run_1/final_congestion.png
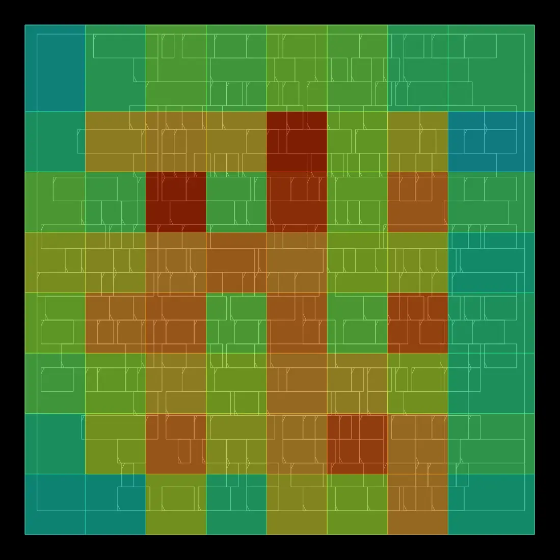
run_1/port_nets.png
The bar under the picture is 20 um long.
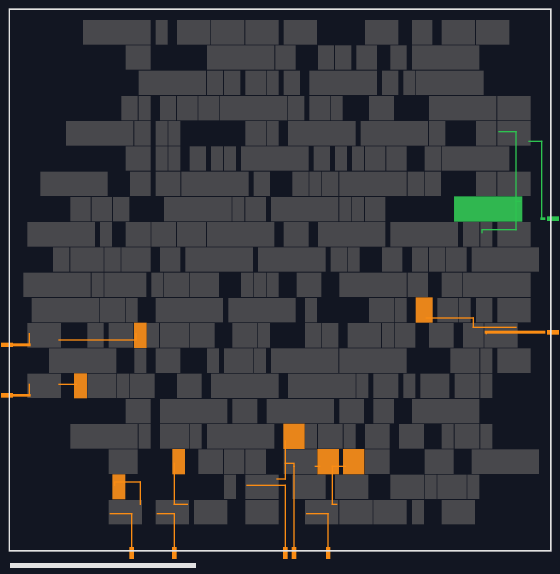
run_1/met2.png
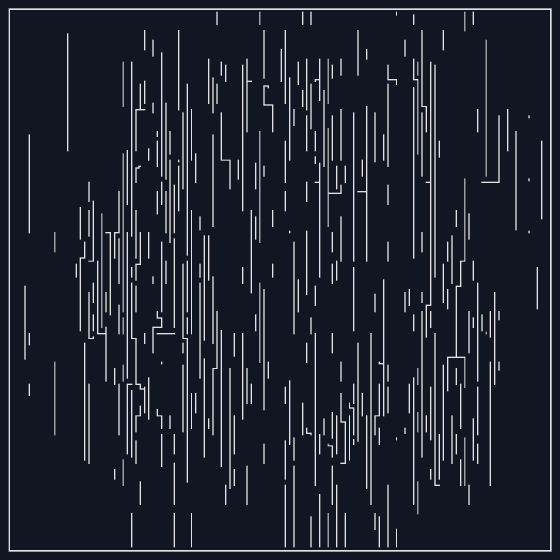
run_1/met1.png
The bar under the picture is 20 um long.
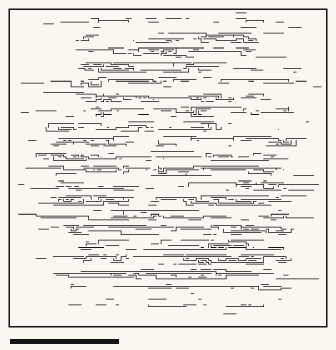
$ cat config.mk
export PLATFORM = sky130hd
export DESIGN_NAME = serial_sub_ctrl
export DESIGN_NICKNAME = d
export VERILOG_FILES = /design/src/rtl/serial_sub_ctrl.sv
export SDC_FILE = /design/constraint.sdc
export NUM_CORES = 1
export LEC_CHECK = 0
export CORE_UTILIZATION = 56
export CTS_CLUSTER_DIAMETER = 30
export DETAILED_ROUTE_END_ITERATION = 7
export PLACE_DENSITY = 0.87
export SETUP_SLACK_MARGIN = 0.2
export SYNTH_ARGS = -nofsm -noshare
export SYNTH_HDL_FRONTEND = slang
export SYNTH_SLANG_ARGS = --single-unit
$ cat constraint.sdc
create_clock -name clk -period 2.4 [get_ports clk]
set_input_delay 0.36 -clock clk [delete_from_list [all_inputs] [get_ports clk]]
set_output_delay 0.36 -clock clk [all_outputs]
set_load 0.03 [all_outputs]
$ cat src/rtl/serial_sub_ctrl.sv
// serial_sub_ctrl: bit-serial W-bit subtractor sequencer (diff = a - b).
// One bit per cycle through a full subtractor made of two half-subtractor
// stages, driven by a start/busy/done handshake.
// Optional feature macro: SERIAL_SUB_ABS_EN. When it is defined, a negative
// result is re-negated serially in a NEG pass, and the neg port reports it.
module serial_sub_ctrl #(
   parameter int W = 8
) (
   input  logic         clk,
   input  logic         rst,
   input  logic         start,
   input  logic [W-1:0] a,
   input  logic [W-1:0] b,
   output logic         busy,
   output logic         done,
   output logic [W-1:0] diff,
   output logic         borrow
`ifdef SERIAL_SUB_ABS_EN
   ,
   output logic         neg
`endif
);

   localparam int CW = $clog2(W + 1);

`ifdef SERIAL_SUB_ABS_EN
   typedef enum logic [1:0] {S_IDLE, S_SUB, S_NEG, S_DONE} state_t;
`else
   typedef enum logic [1:0] {S_IDLE, S_SUB, S_DONE} state_t;
`endif

   state_t         state;
   logic [W-1:0]   sa, sb, res;
   logic           bin;
   logic [CW-1:0]  cnt;

   // bit-cell signals
   logic           x, y, h1_d, h1_b, d, bout;
   logic [W-1:0]   res_nxt;
   logic           last;

   // Full subtractor built from two half-subtractors, plus the LSB-first
   // result fill that includes the bit being produced this cycle.
   always_comb begin
      x       = sa[0];
      y       = sb[0];
      h1_d    = x ^ y;
      h1_b    = ~x & y;
      d       = h1_d ^ bin;
      bout    = h1_b | (~h1_d & bin);
      res_nxt = res >> 1;
      res_nxt[W-1] = d;
      last    = (cnt == CW'(W - 1));
   end

   // Sequencer: loads operands, runs W serial steps per pass, registers
   // the result on DONE entry and pulses done for a single cycle.
   always_ff @(posedge clk) begin
      if (rst) begin
         state  <= S_IDLE;
         sa     <= '0;
         sb     <= '0;
         res    <= '0;
         bin    <= 1'b0;
         cnt    <= '0;
         busy   <= 1'b0;
         done   <= 1'b0;
         diff   <= '0;
         borrow <= 1'b0;
`ifdef SERIAL_SUB_ABS_EN
         neg    <= 1'b0;
`endif
      end else begin
         case (state)
            S_IDLE: begin
               done <= 1'b0;
               if (start) begin
                  sa    <= a;
                  sb    <= b;
                  bin   <= 1'b0;
                  cnt   <= '0;
                  busy  <= 1'b1;
                  state <= S_SUB;
               end
            end
            S_SUB: begin
               sa  <= sa >> 1;
               sb  <= sb >> 1;
               res <= res_nxt;
               bin <= bout;
               cnt <= cnt + CW'(1);
               if (last) begin
`ifdef SERIAL_SUB_ABS_EN
                  if (bout) begin
                     // negative: second pass computes 0 - result
                     sa    <= '0;
                     sb    <= res_nxt;
                     bin   <= 1'b0;
                     cnt   <= '0;
                     state <= S_NEG;
                  end else begin
                     busy   <= 1'b0;
                     done   <= 1'b1;
                     diff   <= res_nxt;
                     borrow <= 1'b0;
                     neg    <= 1'b0;
                     state  <= S_DONE;
                  end
`else
                  busy   <= 1'b0;
                  done   <= 1'b1;
                  diff   <= res_nxt;
                  borrow <= bout;
                  state  <= S_DONE;
`endif
               end
            end
`ifdef SERIAL_SUB_ABS_EN
            S_NEG: begin
               sa  <= sa >> 1;
               sb  <= sb >> 1;
               res <= res_nxt;
               bin <= bout;
               cnt <= cnt + CW'(1);
               if (last) begin
                  // original subtraction underflowed, so borrow stays set
                  busy   <= 1'b0;
                  done   <= 1'b1;
                  diff   <= res_nxt;
                  borrow <= 1'b1;
                  neg    <= 1'b1;
                  state  <= S_DONE;
               end
            end
`endif
            S_DONE: begin
               done  <= 1'b0;
               state <= S_IDLE;
            end
            default: state <= S_IDLE;
         endcase
      end
   end

endmodule

==> out/metrics.cfg, run 1 <==
[status]
run_status=finished, final reports clean

[route]
first_pass_iters=4
drcViolationCount=0
avgViaCountPerCell=5.33
drt_iter0_drc=95
ant_nets=0
drt-total-wl_um=3470

[cells_and_area]
combGateArea_um2=838
synthToLayoutAreaGrowth_pct=20.1
fraction_of_layout_instances_using_a_drive_strength_above_1=0.0470
layout.area.seq_um2=821

[worst_setup_path]
critical-path-max-stage-delay_ns=0.67
crit_chain=clkdlybuf4s50_1
cp_slowest_cell=sky130_fd_sc_hd__clkdlybuf4s50_1
worstPathArrival_ns=1.37
worst_path_dominant_cell_family=buffers and inverters
crit_required_ns=2.04
setup.worst_path.class=flip-flop to output pin
setup.worst_path.start_class=flip-flop
critical_path.max_fanout=2
critical_path.n_buffers_inverters=1

[synthesis]
count_of_flip_flops_with_a_built_in_enable_after_synthesis=0
netlist.top_cell.by_area=sky130_fd_sc_hd__dfxtp_1
instance_count_of_the_mapped_netlist=209
area_leaders=sky130_fd_sc_hd__dfxtp_1 (46%), sky130_fd_sc_hd__a211oi_1 (6.4%), sky130_fd_sc_hd__nor2_1 (5.9%), sky130_fd_sc_hd__o21ai_0 (4.5%), sky130_fd_sc_hd__o2bb2ai_1 (4.5%)
numSynthFlops=41
postSynthSeqShare=0.465
synth_top_cells_by_count=sky130_fd_sc_hd__dfxtp_1 (41), sky130_fd_sc_hd__nor2_1 (28), sky130_fd_sc_hd__nand2_1 (19)
yosys.cell_types.count=31
synth_top_cell_by_count=sky130_fd_sc_hd__dfxtp_1
chip_area_estimate_from_yosys_synthesis_um2=1770
synth-main-ff-cell=sky130_fd_sc_hd__dfxtp_1
yosys_cells=209
yosys_warnings=0
synth_largest_type_area_fraction=0.465

[floorplanning]
floorplan.core_util=0.583
core_region_area_um2=3030
die-width_um=58.2
ioPinCount=30
dieArea_um2=3380
rows=20

[clock_tree]
cts_hold_repair.buffers=0
cts-htree-levels=2
tritoncts=yes
clk_root_buffer_cell=sky130_fd_sc_hd__clkbuf_4
clockBufferDepth=2
postCtsSetupBuffers=0
clkSlewWorstSetupHoldPaths_ns=0.11
tritoncts.num_buffers=5
clk_latency_ns=0.34

[grt]
grtUsageTotal=0.230
grt_antenna_before_repair=0
grt_pass1_wl_um=5870
grt.overflow.total=0
first_global_vias=1319

[place]
gp_congestion=0.787
portBuffers=29

[power_and_ir_drop]
p_leak_nw=0.754
finalPower_mw=1.21
peakVddDrop_uv=325

[timing]
hold_violations=0
achievable-frequency_mhz=576
finalSetupViolCount=0
remaining_max_slew_budget_at_the_tightest_pin=0.574
layout_min_cycle_time_ns=1.73
final.setup.tns_ns=0
worst_margin_pin_slew_ns=0.638
worst_hold_slack_ns=0.461

[flow_run]
log.warning_count=26

-- final_congestion.png (at the start) --
GR Util met2: 0.340
Global Route met3 Usage: 0.0759
post-detailed-route wirelength per cell: 12.5 um
utilization of the core after routing: 0.701

-- port_nets.png (at the start) --
Green shows done, direction output, end cells 1, buffers 1, wire 26.8 um. Orange shows b, direction input, end cells 8, buffers 8, wire 94.0 um.

-- met2.png (at the start) --
The layer holds 45% of the routed length. The wires run mostly vertical. 195 nets have wire on it. The layer carries 1,570 um of wire.

-- met1.png (at the start) --
The longest straight run is 26.7 um. The wires run mostly horizontal. The layer carries 1,740 um of wire. The layer holds 50% of the routed length. 235 nets have wire on it.

==> run 1: layer usage <==
layer	wire length, um	GRT usage
met4	34	0.0816
met3	126	0.0759
met2	1570	0.340
met1	1740	0.315
met5	0	0
==> run 1: logic make-up after synthesis <==
family,Yosys count,synth area share
adders and majority gates,2,0.0184
buffers and inverters,22,0.0609
AOI/OAI and AO/OA,66,0.246
DFF,41,0.465
and+or+nand+nor,78,0.210
==> run 1: path summary, 6_finish.rpt <==
check | startpoint | depth (start not counted) | slack [ns] | end
setup / recovery | busy$_SDFFE_PP0P_ | 1 | 0.67 | busy
hold reg to reg | res[1]$_SDFFE_PP0P_ | 2 | 0.46 | res[1]$_SDFFE_PP0P_
setup reg to reg | state[0]$_SDFFE_PP0P_ | 3 | 0.68 | sa[2]$_SDFFE_PP0P_
hold / removal | res[1]$_SDFFE_PP0P_ | 2 | 0.46 | res[1]$_SDFFE_PP0P_
==> run 1: cells in the final DEF, fill, tap and decap left out, drive strengths merged, types with 5 or more instances in the layout <==
cell type / count
o21ai: 16
dfxtp: 41
nand2: 19
o2bb2ai: 9
nor2: 28
inv: 5
nand2b: 11
clkdlybuf4s50: 29
o22ai: 7
buf: 5
a211oi: 15
nor2b: 10
a21oi: 12
clkbuf: 8
==> run 1: worst register-to-register path: cells and delay by family, from the launching register on <==
family             cells  cell delay, ns
and+or+nand+nor        1            0.10
AOI/OAI and AO/OA      2            0.86
DFF                    1            0.65
==> run 1: state kept, by name, indices dropped and copies added (netlist names) <==
signal,cells
diff,8
sa,8
busy,1
cnt,4
done,1
state,2
sb,8
borrow,1
res,7
bin,1
==> run 1: area by class of cell <==
cell class	count	share of cell area
multi-input cells	146	0.395
well taps	44	0.0259
clock buffers	8	0.0230
repair buffers	34	0.160
inverters	5	0.00884
flip-flops and latches	41	0.387
==> run 1: per-stage QoR <==
step / cells / setup slack (ns) / instance area (um2)
floorplan: 209 / 1.18 / 1770
global placement: 270 / 0.576 / 2070
detailed placement: 270 / 0.537 / 2070
CTS: 278 / 0.654 / 2120
global route: 278 / 0.551 / 2120
finish: 278 / 0.665 / 2120
==> run 1: where the power goes <==
group	internal [mW]	leakage, nW	switching, mW
logic	0.0778	0.393	0.0773
registers	0.711	0.335	0.0212
clock network	0.117	0.0265	0.209
total	0.906	0.754	0.308
run_1/met3.png
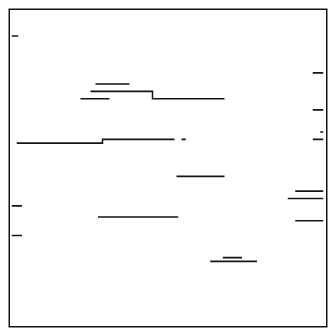

==> run 2, diff against run 1 <==
CORE_UTILIZATION = 52   (was 56)
PLACE_DENSITY = 0.81   (was 0.87)
clock period = 1.6 ns   (was 2.4 ns; I/O delays follow)
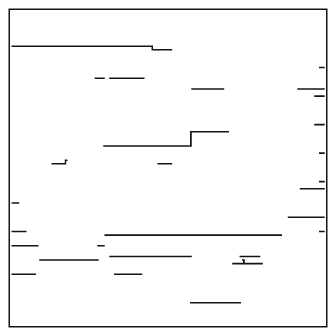
run_2/met3.png
The wires run mostly horizontal. The longest straight run is 33.6 um. The layer carries 199 um of wire.

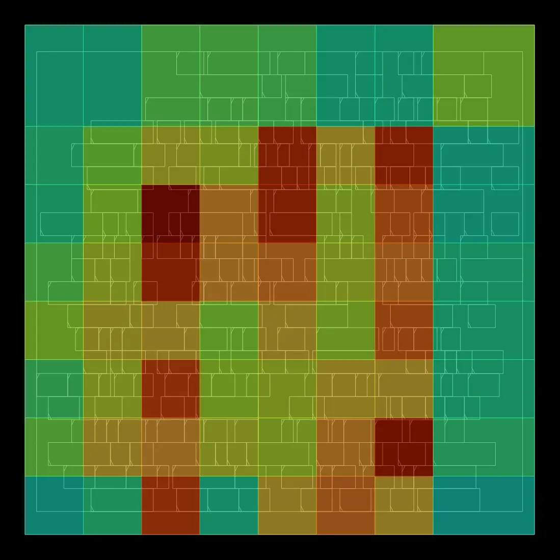
run_2/final_congestion.png
utilization of the core after routing: 0.698
global-route met1 utilization: 0.290
GRT Resource Usage Total: 0.235
Global Route met3 Usage: 0.0584

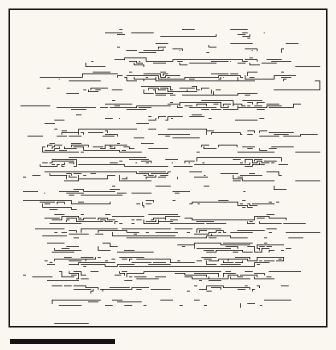
run_2/met1.png
The bar under the picture is 20 um long.
The layer carries 1,630 um of wire. The layer holds 45% of the routed length. The wires run mostly horizontal. 242 nets have wire on it.

==> out/metrics.cfg, run 2 <==
[status]
run_status=finished, final reports clean

[synthesis]
instance_count_of_the_mapped_netlist=209  ; unchanged
count_of_flip_flops_with_a_built_in_enable_after_synthesis=0  ; unchanged
netlist.top_cell.by_area=sky130_fd_sc_hd__dfxtp_1
asyncSetResetFlopFracSynth=0
postSynthSeqShare=0.465  ; unchanged
fp_nets=230
yosys_cells=209  ; unchanged
synth_largest_type_area_fraction=0.465  ; unchanged
numSynthFlops=41  ; unchanged
yosys.cell_types.count=31  ; unchanged
syn-cell-area_um2=1770
yosys_warnings=0  ; unchanged
postSynthAreaPerCell_um2=8.45
synth_top_cells_by_count=sky130_fd_sc_hd__dfxtp_1 (41), sky130_fd_sc_hd__nor2_1 (28), sky130_fd_sc_hd__nand2_1 (19)
synth-main-ff-cell=sky130_fd_sc_hd__dfxtp_1
area_leaders=sky130_fd_sc_hd__dfxtp_1 (46%), sky130_fd_sc_hd__a211oi_1 (6.4%), sky130_fd_sc_hd__nor2_1 (5.9%), sky130_fd_sc_hd__o21ai_0 (4.5%), sky130_fd_sc_hd__o2bb2ai_1 (4.5%)
chip_area_estimate_from_yosys_synthesis_um2=1770  ; unchanged
synth_top_cell_by_count=sky130_fd_sc_hd__dfxtp_1

[cells_and_area]
largestRegisters=diff x8, sa x8, sb x8
synthToLayoutAreaGrowth_pct=23.5
fraction_of_layout_instances_using_a_drive_strength_above_1=0.0996  ; +0.0526
num-fill-cells=260
most_numerous_logic_cell_after_layout=sky130_fd_sc_hd__dfxtp_1
most-common-layout-cells=sky130_fd_sc_hd__dfxtp_1 (40), sky130_fd_sc_hd__nor2_1 (28), sky130_fd_sc_hd__nand2_1 (19)

[worst_setup_path]
setup.worst_path.start_class=flip-flop
path_depth=1  ; unchanged
crit_chain=dlygate4sd2_1
worst_path_dominant_cell_family=buffers and inverters
critical_path.n_buffers_inverters=1  ; unchanged
crit_required_ns=1.36  ; -0.68 ns
setup.worst_path.class=flip-flop to output pin
cp-startpoint=diff[0]$_SDFFE_PP0P_
worstSetupEndpointType=output pin
rr_endpoint=cnt[3]$_SDFFE_PP0P_
ff2ff_path_depth=3  ; unchanged
r2r_setup_slk_ns=0.28  ; -0.40 ns
critical_path.max_fanout=2  ; unchanged
worstPathArrival_ns=1.10  ; -0.27 ns
cp_slowest_cell=sky130_fd_sc_hd__dlygate4sd2_1
critPathCapture=diff[0]
r2r-start=state[0]$_SDFFE_PP0P_
critical-path-max-stage-delay_ns=0.40  ; -0.27 ns

[clock_tree]
clockBufferDepth=2  ; unchanged
tritoncts.num_buffers=5  ; unchanged
clk_latency_ns=0.35  ; about the same
clk_root_buffer_cell=sky130_fd_sc_hd__clkbuf_4
cts-htree-levels=2  ; unchanged
cts.sink_count=41
tritoncts=yes
cts_hold_repair.buffers=0  ; unchanged
clkSlewWorstSetupHoldPaths_ns=0.11  ; about the same

[flow_run]
log.warning_count=27  ; +3.8%
cap_viol_max_count=0

[route]
first_pass_iters=6  ; +2
drcViolationCount=0  ; unchanged
routed_vias=1539
drt_iter0_drc=115  ; +21%
post_detailed_route_wirelength_per_cell_um=12.8  ; +2.6%
drt-total-wl_um=3650  ; +5.2%
avgViaCountPerCell=5.40  ; +1.2%
ant_nets=0  ; unchanged

[timing]
fin_skew_ns=0.0104
unrepaired_setup_endpoints_after_global_routing=true
layout_min_cycle_time_ns=1.34
final-max-slew-violation-count=0
final_min_period_over_clock_period=0.836
post-route-worst-setup-slack_ns=0.262  ; -0.403 ns
worst_hold_slack_ns=0.461  ; -0.000510 ns
remaining_max_slew_budget_at_the_tightest_pin=0.701  ; +0.127
hold_violations=0  ; unchanged
achievable-frequency_mhz=747
final.setup.tns_ns=0  ; unchanged
finalSetupViolCount=0  ; unchanged
worst_margin_pin_slew_ns=0.449  ; -0.189 ns

[floorplanning]
die_h_um=60.3
ioPinCount=30  ; unchanged
rows=20  ; unchanged
floorplan.core_util=0.565  ; -0.0187
dieArea_um2=3630  ; +7.4%
die-width_um=60.3  ; +3.6%
core_region_area_um2=3130  ; +3.3%

[grt]
first_global_vias=1453  ; +10%
grt.overflow.total=0  ; unchanged
grt_pass1_wl_um=6210  ; +5.9%
grt_start_max_net_pins=29
grt_antenna_before_repair=0  ; unchanged

[power_and_ir_drop]
power_density_nw_per_um2=855
peakVddDrop_uv=490  ; +51%
p_leak_nw=0.847  ; +12%

[min_path]
holdCritPathClass=flip-flop to flip-flop

[place]
detailedPlace.worstSlack_ns=0.0440  ; -0.493 ns
portBuffers=29  ; unchanged
gp_congestion=0.767  ; -2.5%

run 2: cell count changes in the layout (fill, tap and decap cells not counted), moves of 2 or more:
cell / change
sky130_fd_sc_hd__clkdlybuf4s50_1: -11
sky130_fd_sc_hd__dlygate4sd2_1: +11
sky130_fd_sc_hd__buf_4: +8
sky130_fd_sc_hd__clkbuf_1: -2
run 2: cells by family (layout without fill, tap and decap cells):
group                    after synthesis  count (layout)  share of synthesized area
AND/OR/NAND/NOR                       78              78                      0.210
AND-OR/OR-AND                         66              66                      0.246
flip-flops                            41              41                      0.465
buffers and inverters                 22              54                     0.0609
adder cells (fa/ha/maj)                2               2                     0.0184
run 2: cell type report:
| class | count | area, um2 | share of cell area |
|---|---|---|---|
| timing repair buffer | 42 | 387 | 0.177 |
| tap | 44 | 55.1 | 0.0252 |
| clock buffer | 7 | 55.1 | 0.0252 |
| multi-input combinational | 146 | 845 | 0.387 |
| inverter | 5 | 18.8 | 0.00860 |
| sequential | 41 | 822 | 0.377 |
run 2: repair_timing:
| action | CTS | global route |
|---|---|---|
| resized | 11 | 5 |
| hold endpoints to repair | 0 | 0 |
| endpoints found under the setup margin | 11 | 11 |
| setup buffers | 0 | 0 |
| cloned | 0 | 0 |
run 2: per-layer routing:
metal | GRT usage | wire [um]
met3 | 0.0584 | 198
met5 | 0 | 0
met4 | 0.130 | 62
met2 | 0.372 | 1760
met1 | 0.290 | 1630
run 2: worst min-delay path by stage:
stage	start	end	slack, ns	cells after the start
global placement	res[1]$_SDFFE_PP0P_	res[1]$_SDFFE_PP0P_	0.44	2
finish	borrow$_SDFFE_PP0P_	borrow$_SDFFE_PP0P_	0.46	2
CTS	borrow$_SDFFE_PP0P_	borrow$_SDFFE_PP0P_	0.46	2
detailed placement	borrow$_SDFFE_PP0P_	borrow$_SDFFE_PP0P_	0.45	2
floorplan	a[7]	sa[7]$_SDFFE_PP0P_	0.42	2
global route	borrow$_SDFFE_PP0P_	borrow$_SDFFE_PP0P_	0.48	2
run 2: through the flow:
step | util | power, mW | cells | area [um2]
6_report | 0.698 | 1.87 | 285 | 2180
5_1_grt | 0.698 | 1.95 | 285 | 2180
4_1_cts | 0.695 | 1.88 | 285 | 2170
3_5_place_dp | 0.682 | 1.37 | 278 | 2130
3_3_place_gp | 0.682 | 1.36 | 278 | 2130
2_1_floorplan | - | 1.27 | 209 | 1770
run 2: worst register-to-register path, cell delays in order (launching register included):
cell and delay, ns:
sky130_fd_sc_hd__dfxtp_1 0.52, sky130_fd_sc_hd__nand2b_1 0.18, sky130_fd_sc_hd__or3_1 0.38, sky130_fd_sc_hd__a31oi_1 0.17
run 2: report_power, final:
group | switching (mW) | leakage (nW) | internal [mW] | total [mW]
combinational | 0.120 | 0.480 | 0.129 | 0.249
clock | 0.312 | 0.0314 | 0.207 | 0.520
sequential | 0.0314 | 0.336 | 1.07 | 1.10
total | 0.463 | 0.847 | 1.40 | 1.87
Power and IR drop assume default switching activity.
